==> src/rtl/mul_div_pkg.sv <==
// Shared types and constants for the iterative RV32M multiply/divide unit.
package mul_div_pkg;

  typedef enum logic [2:0] {
    OP_MUL    = 3'b000,
    OP_MULH   = 3'b001,
    OP_MULHSU = 3'b010,
    OP_MULHU  = 3'b011,
    OP_DIV    = 3'b100,
    OP_DIVU   = 3'b101,
    OP_REM    = 3'b110,
    OP_REMU   = 3'b111
  } op_e;

  typedef enum logic [1:0] {
    ST_IDLE = 2'b00,
    ST_CALC = 2'b01,
    ST_DONE = 2'b10
  } state_e;

  localparam int MD_ITERS = 32;
  localparam int CNT_W    = $clog2(MD_ITERS);

  localparam logic [31:0] DIV0_QUOT = 32'hFFFFFFFF;
  localparam logic [31:0] INT_MIN   = 32'h80000000;

endpackage

==> src/rtl/mul_div_core.sv <==
// Unsigned 32-step shift/add multiplier and restoring divider with step counter.
// The divide datapath exists only when MUL_DIV_DIVIDE_EN is defined.
module mul_div_core
  import mul_div_pkg::*;
#(
  parameter int W = 32
) (
  input  logic         clk,
  input  logic         srst,
  input  logic         i_load,
`ifdef MUL_DIV_DIVIDE_EN
  input  logic         i_is_div,
`endif
  input  logic [W-1:0] i_lo_init,
  input  logic [W-1:0] i_opnd,
  output logic         o_last,
  output logic [W-1:0] o_hi_next,
  output logic [W-1:0] o_lo_next
);

  // hi/lo hold {product high, multiplier} for multiply, {remainder, quotient} for divide
  logic [W-1:0]     r_hi;
  logic [W-1:0]     r_lo;
  logic [W-1:0]     r_opnd;
  logic [CNT_W-1:0] r_cnt;
  logic             r_run;
  logic [W:0]       w_add;
`ifdef MUL_DIV_DIVIDE_EN
  logic             r_is_div;
  logic [W:0]       w_shift;
  logic [W-1:0]     w_sub;
  logic             w_ge;
`endif

  always_comb begin
    w_add     = {1'b0, r_hi} + (r_lo[0] ? {1'b0, r_opnd} : '0);
    o_hi_next = w_add[W:1];
    o_lo_next = {w_add[0], r_lo[W-1:1]};
`ifdef MUL_DIV_DIVIDE_EN
    w_shift = {r_hi, r_lo[W-1]};
    w_ge    = (w_shift >= {1'b0, r_opnd});
    // Partial remainder after a successful subtract is below the divisor, so W bits suffice
    w_sub   = w_shift[W-1:0] - r_opnd;
    if (r_is_div) begin
      o_hi_next = w_ge ? w_sub : w_shift[W-1:0];
      o_lo_next = {r_lo[W-2:0], w_ge};
    end
`endif
  end

  always_ff @(posedge clk) begin
    if (srst) begin
      r_hi   <= '0;
      r_lo   <= '0;
      r_opnd <= '0;
      r_cnt  <= '0;
      r_run  <= 1'b0;
`ifdef MUL_DIV_DIVIDE_EN
      r_is_div <= 1'b0;
`endif
    end else if (i_load) begin
      r_hi   <= '0;
      r_lo   <= i_lo_init;
      r_opnd <= i_opnd;
      r_cnt  <= CNT_W'(MD_ITERS - 1);
      r_run  <= 1'b1;
`ifdef MUL_DIV_DIVIDE_EN
      r_is_div <= i_is_div;
`endif
    end else if (r_run) begin
      r_hi  <= o_hi_next;
      r_lo  <= o_lo_next;
      r_cnt <= r_cnt - 1'b1;
      if (r_cnt == '0) r_run <= 1'b0;
    end
  end

  assign o_last = r_run && (r_cnt == '0);

endmodule

==> src/rtl/mul_div_unit.sv <==
// RV32M multiply/divide unit: sign conditioning, special cases, FSM and write-back.
// Define MUL_DIV_DIVIDE_EN to enable DIV/DIVU/REM/REMU; otherwise they report Illegal.
module mul_div_unit
  import mul_div_pkg::*;
#(
  parameter int DATA_WIDTH    = 32,
  parameter int ADDRESS_WIDTH = 5
) (
  input  logic                     CLK,
  input  logic                     RST,
  input  logic                     Start,
  input  logic [2:0]               Funct3,
  input  logic [DATA_WIDTH-1:0]    SrcA,
  input  logic [DATA_WIDTH-1:0]    SrcB,
  input  logic [ADDRESS_WIDTH-1:0] RdIn,
  output logic                     Busy,
  output logic                     Done,
  output logic [DATA_WIDTH-1:0]    Result,
  output logic [ADDRESS_WIDTH-1:0] RdOut,
  output logic                     WE,
  output logic                     Illegal
);

  state_e                   r_state;
  state_e                   w_state_next;
  op_e                      r_op;
  logic [ADDRESS_WIDTH-1:0] r_rd;
  logic                     r_neg;
  logic                     r_illegal;
  logic [DATA_WIDTH-1:0]    r_result;

  op_e                      w_op;
  logic                     w_accept;
  logic                     w_a_signed, w_b_signed, w_a_neg, w_b_neg, w_neg;
  logic [DATA_WIDTH-1:0]    w_a_abs, w_b_abs;
  logic                     w_special, w_illegal_op;
  logic [DATA_WIDTH-1:0]    w_special_res;
  logic                     w_last;
  logic [DATA_WIDTH-1:0]    w_hi_next, w_lo_next;
  logic [2*DATA_WIDTH-1:0]  w_prod;
  logic [DATA_WIDTH-1:0]    w_fixed_res;

  assign w_op     = op_e'(Funct3);
  assign w_accept = (r_state == ST_IDLE) && Start;

  // MUL shares the signed path: its low word is sign-agnostic
  always_comb begin
    w_a_signed = (w_op == OP_MUL) || (w_op == OP_MULH) || (w_op == OP_MULHSU) ||
                 (w_op == OP_DIV) || (w_op == OP_REM);
    w_b_signed = (w_op == OP_MUL) || (w_op == OP_MULH) ||
                 (w_op == OP_DIV) || (w_op == OP_REM);
    w_a_neg    = w_a_signed && SrcA[DATA_WIDTH-1];
    w_b_neg    = w_b_signed && SrcB[DATA_WIDTH-1];
    w_a_abs    = w_a_neg ? (~SrcA + 1'b1) : SrcA;
    w_b_abs    = w_b_neg ? (~SrcB + 1'b1) : SrcB;
    w_neg      = (w_op == OP_REM) ? w_a_neg : (w_a_neg ^ w_b_neg);
  end

  always_comb begin
`ifdef MUL_DIV_DIVIDE_EN
    w_illegal_op  = 1'b0;
    w_special     = 1'b0;
    w_special_res = '0;
    if (Funct3[2] && (SrcB == '0)) begin
      w_special     = 1'b1;
      w_special_res = Funct3[1] ? SrcA : DIV0_QUOT;
    end else if (((w_op == OP_DIV) || (w_op == OP_REM)) &&
                 (SrcA == INT_MIN) && (SrcB == '1)) begin
      w_special     = 1'b1;
      w_special_res = Funct3[1] ? '0 : INT_MIN;
    end
`else
    w_illegal_op  = Funct3[2];
    w_special     = Funct3[2];
    w_special_res = '0;
`endif
  end

  mul_div_core #(.W(DATA_WIDTH)) u_core (
    .clk       (CLK),
    .srst      (RST),
    .i_load    (w_accept && !w_special),
`ifdef MUL_DIV_DIVIDE_EN
    .i_is_div  (Funct3[2]),
    .i_lo_init (Funct3[2] ? w_a_abs : w_b_abs),
    .i_opnd    (Funct3[2] ? w_b_abs : w_a_abs),
`else
    .i_lo_init (w_b_abs),
    .i_opnd    (w_a_abs),
`endif
    .o_last    (w_last),
    .o_hi_next (w_hi_next),
    .o_lo_next (w_lo_next)
  );

  // Sign fix applied to the value the last iteration is about to produce
  always_comb begin
    w_prod      = {w_hi_next, w_lo_next};
    if (r_neg) w_prod = ~w_prod + 1'b1;
    w_fixed_res = (r_op == OP_MUL) ? w_prod[DATA_WIDTH-1:0] : w_prod[2*DATA_WIDTH-1:DATA_WIDTH];
`ifdef MUL_DIV_DIVIDE_EN
    if (r_op == OP_DIV || r_op == OP_DIVU)
      w_fixed_res = r_neg ? (~w_lo_next + 1'b1) : w_lo_next;
    else if (r_op == OP_REM || r_op == OP_REMU)
      w_fixed_res = r_neg ? (~w_hi_next + 1'b1) : w_hi_next;
`endif
  end

  always_ff @(posedge CLK) begin
    if (RST) r_state <= ST_IDLE;
    else     r_state <= w_state_next;
  end

  always_comb begin
    w_state_next = r_state;
    case (r_state)
      ST_IDLE: if (Start) w_state_next = w_special ? ST_DONE : ST_CALC;
      ST_CALC: if (w_last) w_state_next = ST_DONE;
      ST_DONE: w_state_next = ST_IDLE;
      default: w_state_next = ST_IDLE;
    endcase
  end

  always_ff @(posedge CLK) begin
    if (RST) begin
      r_op      <= OP_MUL;
      r_rd      <= '0;
      r_neg     <= 1'b0;
      r_illegal <= 1'b0;
      r_result  <= '0;
    end else if (w_accept) begin
      r_op      <= w_op;
      r_rd      <= RdIn;
      r_neg     <= w_neg;
      r_illegal <= w_illegal_op;
      if (w_special) r_result <= w_special_res;
    end else if ((r_state == ST_CALC) && w_last) begin
      r_result <= w_fixed_res;
    end
  end

  always_comb begin
    Busy    = (r_state != ST_IDLE);
    Done    = (r_state == ST_DONE);
    Result  = r_result;
    RdOut   = r_rd;
    WE      = Done && (r_rd != '0) && !r_illegal;
    Illegal = Done && r_illegal;
  end

endmodule

==> config.mk <==
export PLATFORM = sky130hd
export DESIGN_NAME = mul_div_unit
export DESIGN_NICKNAME = d
export VERILOG_FILES = /design/src/rtl/mul_div_pkg.sv /design/src/rtl/mul_div_core.sv /design/src/rtl/mul_div_unit.sv
export SDC_FILE = /design/constraint.sdc
export NUM_CORES = 1
export LEC_CHECK = 0
export CORE_AREA = 2 2 146 148
export DETAILED_ROUTE_END_ITERATION = 10
export DIE_AREA = 0 0 148 150
export GPL_TIMING_DRIVEN = 1
export PLACE_DENSITY = 0.76
export SLEW_MARGIN = 20
export SYNTH_ARGS = -nofsm -noshare
export SYNTH_HDL_FRONTEND = slang
export SYNTH_SLANG_ARGS = --single-unit
==> constraint.sdc <==
create_clock -name CLK -period 4.85 [get_ports CLK]
set_input_delay 0.97 -clock CLK [delete_from_list [all_inputs] [get_ports CLK]]
set_output_delay 0.97 -clock CLK [all_outputs]
set_load 0.03 [all_outputs]
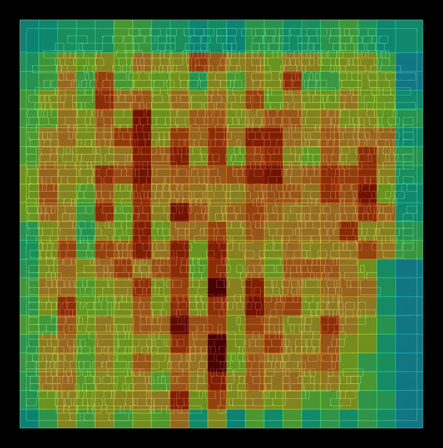
(images/final_congestion.png)
GRT Overall Usage: 28.6%
Core Util, Final: 62.0%
met3 usage: 4.39%
wire length per cell: 18.2 um

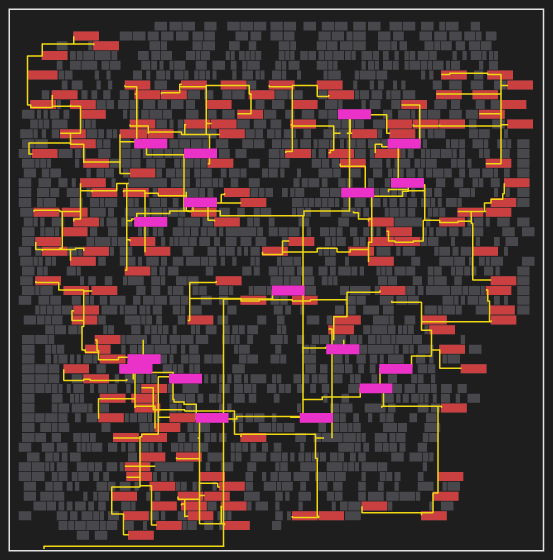
(images/clock_map.png)
flip-flops: drawn in red, count 145. clock wires: drawn in yellow, length 2,000 um. cells driving clock nets: drawn in magenta, count 17.
Position of the flops: spread over the die.

==> metrics.cfg <==
[outcome]
run_status=finished clean

[synthesis]
edf_count=0
area_leaders=dfxtp_1, nor2_1, xnor2_1
synth.most_common_cell=nor2_1
ys_area_sq_mm=0.0107
avgSynthCellArea_sq_um=7.62
synth-seq-cells=145
ys_async_sr_fraction_pct=0

[global_route]
grt.met2_usage_pct=46.7
use_met1_pct=38.6
grt_start_max_net_pins=66

[hold_path]
hold_path_startpoint=Result[14]
worstHoldPathType=flip-flop to flip-flop
holdPathStages=2

[floorplan]
die_area_sq_mm=0.0222
ioPinCount=116

[cts]
clock_sinks=145
cts_root_buffer=clkbuf_16
cts_max_level=4

[routing]
drtAntennaViolNets=0
drt-met1-wl_mm=14.4
drc=0

[setup_path]
crit_cells=17
r2r_cells=17
crit_top_cell=buf_4
worstSetupStartpointType=flip-flop

[layout]
clockBufferCount=17
final-clk-cell-share_pct=5.06
seq_cell_count=145
buf_share_pct=11.1

[sta]
fin_ws_ns=0.285
slew_viol_final=0
setup_violations=0

[power]
top_power_group=clock
p_sw_share_pct=31.8

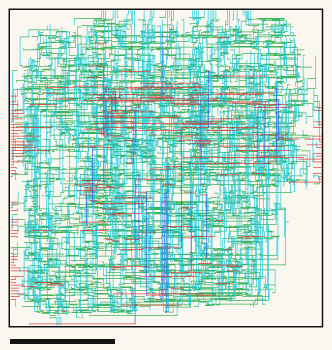
(images/metal_stack.png)
Bar = 50 um.
met2: drawn in cyan, wire length 14,700 um. met1: drawn in green, wire length 14,400 um. met3: drawn in red, wire length 2,200 um. met4: drawn in blue, wire length 861 um.
Vias: 10,820
final wirelength: 32.3 mm

==> cells in the final DEF, fill, tap and decap left out, drive strengths merged, types with 11 or more instances in the layout <==
cell type        n
nor2           174
dfxtp          145
nand2          125
clkdlybuf4s50  114
a21oi          101
o21ai           89
xnor2           74
a211oi          72
mux2i           60
xor2            45
and2            44
ha              37
buf             37
nor3            37
inv             35
or3             26
nand3           23
o31ai           21
clkbuf          17
o41ai           15
or4             15
a31oi           13
nand2b          13
a32oi           11
==> repair_timing <==
action,CTS,global route
endpoints found under the setup margin,0,2
hold buffers,0,0
buffers inserted,0,0
resized,0,1
==> flip-flops by register name, summed over array words and instances (netlist names) <==
signal and flops:
u_core.r_opnd 32, RdOut 5, r_op 3, u_core.r_run 1, u_core.r_cnt 5, Result 32, u_core.r_lo 32, r_neg 1
r_state 2, u_core.r_hi 32
